==> config.mk <==
export PLATFORM = sky130hd
export DESIGN_NAME = dda_param_loader
export DESIGN_NICKNAME = d
export VERILOG_FILES = /design/src/rtl/dda_param_loader.sv
export SDC_FILE = /design/constraint.sdc
export NUM_CORES = 1
export LEC_CHECK = 0
export ABC_AREA = 1
export CORE_MARGIN = 4
export CORE_UTILIZATION = 46
export DETAILED_ROUTE_END_ITERATION = 12
export PLACE_DENSITY = 0.76
export SYNTH_ARGS = -nofsm -noshare
export SYNTH_HDL_FRONTEND = slang
export SYNTH_SLANG_ARGS = --single-unit
==> constraint.sdc <==
create_clock -name clk -period 1.34 [get_ports clk]
set_input_delay 0.201 -clock clk [delete_from_list [all_inputs] [get_ports clk]]
set_output_delay 0.201 -clock clk [all_outputs]
set_load 0.1 [all_outputs]
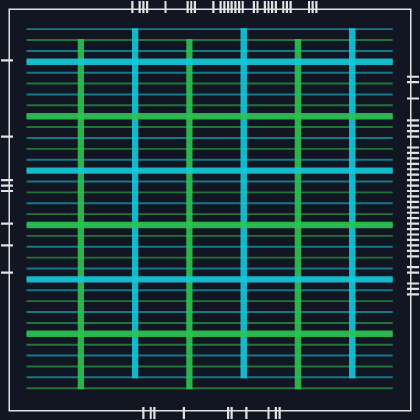
(images/floorplan.png)
(4 px per um) Pins as bars on the die edge.
legend:
  cyan:
    net: VDD
  green:
    net: VSS
signal pins: 79
rows: 33
overall die height: 100 um
DIE WIDTH: 100 um
peak supply drop: 0.751 mV
core footprint: 8220 um2

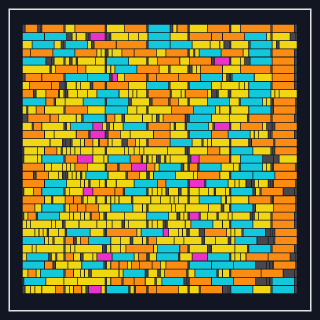
(images/class_map.png)
(3 px per um) Fill, decap, tap and diode cells in gray.
legend:
  magenta:
    class: clock drivers and dummy loads
    cells: 16
  yellow:
    class: remaining logic cells
    cells: 381
  orange:
    class: remaining buffers and delay cells
    cells: 153
  cyan:
    class: registers
    cells: 95
design area: 7730 um2
std cell rows: 33

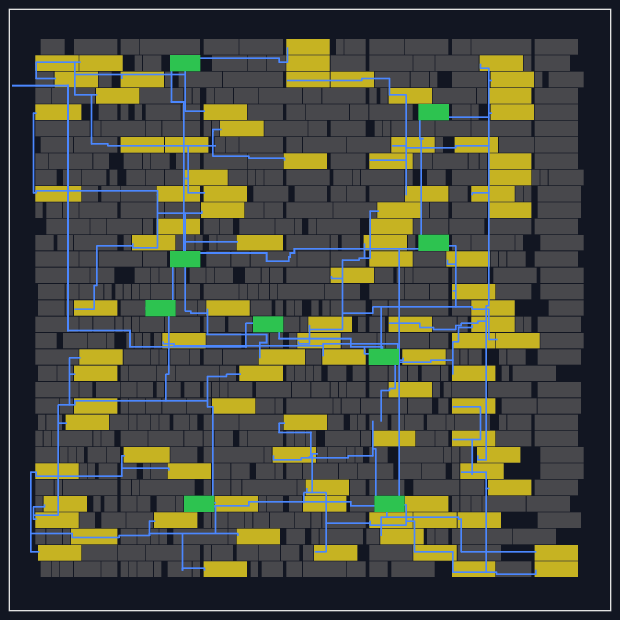
(images/clock_wires.png)
(6 px per um)
legend:
  yellow:
    item: flip-flops
    count: 95
  blue:
    item: clock wires
    length: 1,330 um
  green:
    item: clock-net drivers
    count: 9
flops lie: widely spread
routed clock nets: 10
part of the total power dissipated in the clock network: 0.334
clock distribution power: 1.94 mW
Latency at later pin: 0.40 ns
Worst Clk Skew: 0.0130 ns

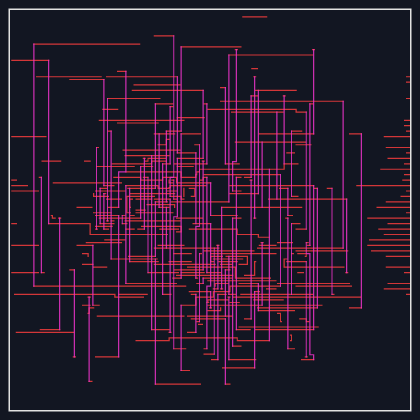
(images/layers.png)
(4 px per um) Two of the layers only.
legend:
  magenta:
    layer: M4
    wire_length: 2,120 um
  red:
    layer: M3
    wire_length: 1,960 um
total wirelength of the detailed-routed design: 21,300 um
Via Count: 4,732
overall global routing resource usage: 0.336
Avg WL per Cell: 28.3 um

==> datasheet_impl.txt <==
Implementation parameters

Parameter                              Value

Logic synthesis
  Post-synthesis net count    slightly above 500
  Top cell type by instance count after synthesis    sky130_fd_sc_hd__dfxtp_1
  Cell type with the largest total area    sky130_fd_sc_hd__dfxtp_1
  Ys flops    95
  Fraction of post-synthesis cell area in the top cell type by area    0.489
  Synth warnings    0
  Prevailing logic family in the synthesized netlist    AND-OR/OR-AND gates
  Distinct lib cells used    29
  Chip area estimate from yosys synthesis    around 4000 um2
  Share of synthesized cell area in full adder, half adder and majority cells    0.0450
  Sequential share of the synthesized area    0.489
  Most numerous cell types in the synthesized netlist    sky130_fd_sc_hd__dfxtp_1, sky130_fd_sc_hd__inv_1, sky130_fd_sc_hd__nor2_1
  Top area cells in the synthesized netlist    sky130_fd_sc_hd__dfxtp_1, sky130_fd_sc_hd__a21oi_1, sky130_fd_sc_hd__inv_1
  Post-synthesis cell count from yosys    494
  Area of the mapped netlist    about 3900 um2
  Average size of a mapped cell    7.88 um2
  Portion of netlist area occupied by mux cells    0
  Synthesized instance count    494
  Compound Share, Synth    0.201
  Share of flip-flops with an asynchronous set or reset after synthesis    0
  Count of library flops with an enable pin    0
  Post-synth top flop    sky130_fd_sc_hd__dfxtp_1
  Yosys simple share    0.146
  XOR/XNOR share of the synthesized area    0.0135

CTS
  Number of clock sinks    95
  Setup Fix Bufs, Post-CTS    17
  TritonCTS Buffers    9
  CTS H-Tree Depth    3
  Post-cts hold-fix buffer tally    0
  Number of gates resized after cts    180
  Cell chosen for the clock root    sky130_fd_sc_hd__clkbuf_8
  Bufs on Longest Clock Path    2
  CTS tree    done
  Clock slew at reported path FFs    0.11 ns

Global route
  Met1 layer usage reported by global route    0.363
  Pin count of the biggest net entering global routing    51
  Via count of the first global-routing pass    4,563
  Antenna violations before repair    0
  Leftover overflow at the end of global routing    0
  GR Util met2    0.595
  GRT Max-Usage Layer    met2
  Global-route wire length before repair    approximately 26,000 um
  Met3 track demand over resource in global routing    0.0646

Worst setup path
  Critical path launch point type    flip-flop
  Critical path buffer and inverter count    2
  Critical path depth    7
  Worst path top cell family by delay    simple AND/OR/NAND/NOR gates
  Worst-path maximum fanout    2
  Cell with the biggest individual delay on the critical path    sky130_fd_sc_hd__dfxtp_2
  Delay of the slowest cell on the worst path    0.34 ns
  Kind of end point of the critical path    output pin
  Required time at the worst-slack endpoint    1.14 ns
  Worst endpoint data arrival time    1.72 ns
  Crit Path Class    flip-flop to output pin
  Cells along the critical path    inv_2 > ha_4 > nand2_4 > nor3_4 > nand4_1 > a21boi_4 > buf_12
  Register-to-Register Setup Slack    -0.49 ns
  Reg2Reg Depth    8

Cells and area
  Multi-input logic cell count    296
  Top library cells by usage in the layout, fill and taps aside    sky130_fd_sc_hd__dfxtp_1, sky130_fd_sc_hd__buf_12, sky130_fd_sc_hd__inv_1
  Antenna cell count    1
  Final nets    ~670
  Utilization after layout    0.941
  Final Instance Count excl. Fillers    751
  Number of inserted filler cells in the final layout    about 210
  Top cell category    combinational gates
  Sequential portion of the cell area    0.247
  Share of cells above drive strength 1    0.560
  Comb. cell area    2800 um2
  Storage cell area    1910 um2
  Combinational share of cell area    0.362
  Layout overhead on the synthesized area    98.7%
  Most common cell after layout, fill and taps aside    sky130_fd_sc_hd__dfxtp_1
  Total of clock buffers placed in the layout    9
  Non-clock buffer share    0.305
  Number of logic inverters in the finished layout    85
  Number of sequential cells    between 90 and 100
  Plain + repair buffers    153
  Clk tree area frac    0.0231

Route
  Remaining number of nets flagged by the antenna check after routing    0
  Met2 Wirelength    10,400 um
  Uppermost metal layer occupied by signal nets    met4
  Drt via density    about 6.3
  Number of DRC violations after detailed-routing iteration 0    500
  Met3 layer wire length in the routed design    between 1500 and 2000 um
  Pre-Repair DR Iteration Count    5
  # DRC    0
  Met1 routed wirelength after detailed routing    around 7000 um

Die
  Floorplan Utilization    0.474
  Tap Count    105
  Total die size    10000 um2
  Top Ports    79

Power
  P per Cell Area    750 nW/um2
  Leakage power    between 2 and 3 nW

Place
  Number of placed cells counting well taps    706
  DP Wirelength    8250 um
  Routability-driven placement congestion ratio    0.880
  Tally of buffers added on design ports    78

Run status
  Violated checks    setup timing
  Result of the run    finished, violations left

Min path
  Hold Crit Depth    2
  Hold Path Class    flip-flop to flip-flop

STA
  Final setup violating endpoints    about 99
  Final hold viol count    0
  Worst relative slew slack    0.594
  Crit share post-route    1.43
  Pins Over Slew Limit    0
  Worst hold margin    between 0.5 and 0.6 ns
  Maximum achievable frequency    521 MHz
  Final Critical Period    1.92 ns
  Setup repair after global routing missed its margin    true
  Worst Tran Pin Value    ~0.61 ns
  Setup slack of the critical path after layout    -0.581 ns

Run
  Max Cap Viol    0
  Tool Warnings    33
-- power breakdown --
| group | internal (mW) | total, mW | leakage, nW | switching (mW) |
|---|---|---|---|---|
| clock | 0.700 | 1.94 | 0.0919 | 1.24 |
| combinational | 0.350 | 0.935 | 1.97 | 0.585 |
| sequential | 2.86 | 2.93 | 0.769 | 0.0689 |
-- stage by stage --
stage	setup slack (ns)	setup TNS [ns]	area [um2]	total power, mW
floorplan	-0.571	-29.30	3970	3.24
finish	-0.581	-29.00	7730	5.80
global placement	-0.336	-21.52	5910	3.46
global route	-0.592	-31.26	7730	5.88
detailed placement	-0.419	-27.97	5910	3.49
CTS	-0.547	-19.17	7090	5.35
Power figures rest on the tool's default switching activity, not on a simulated workload.
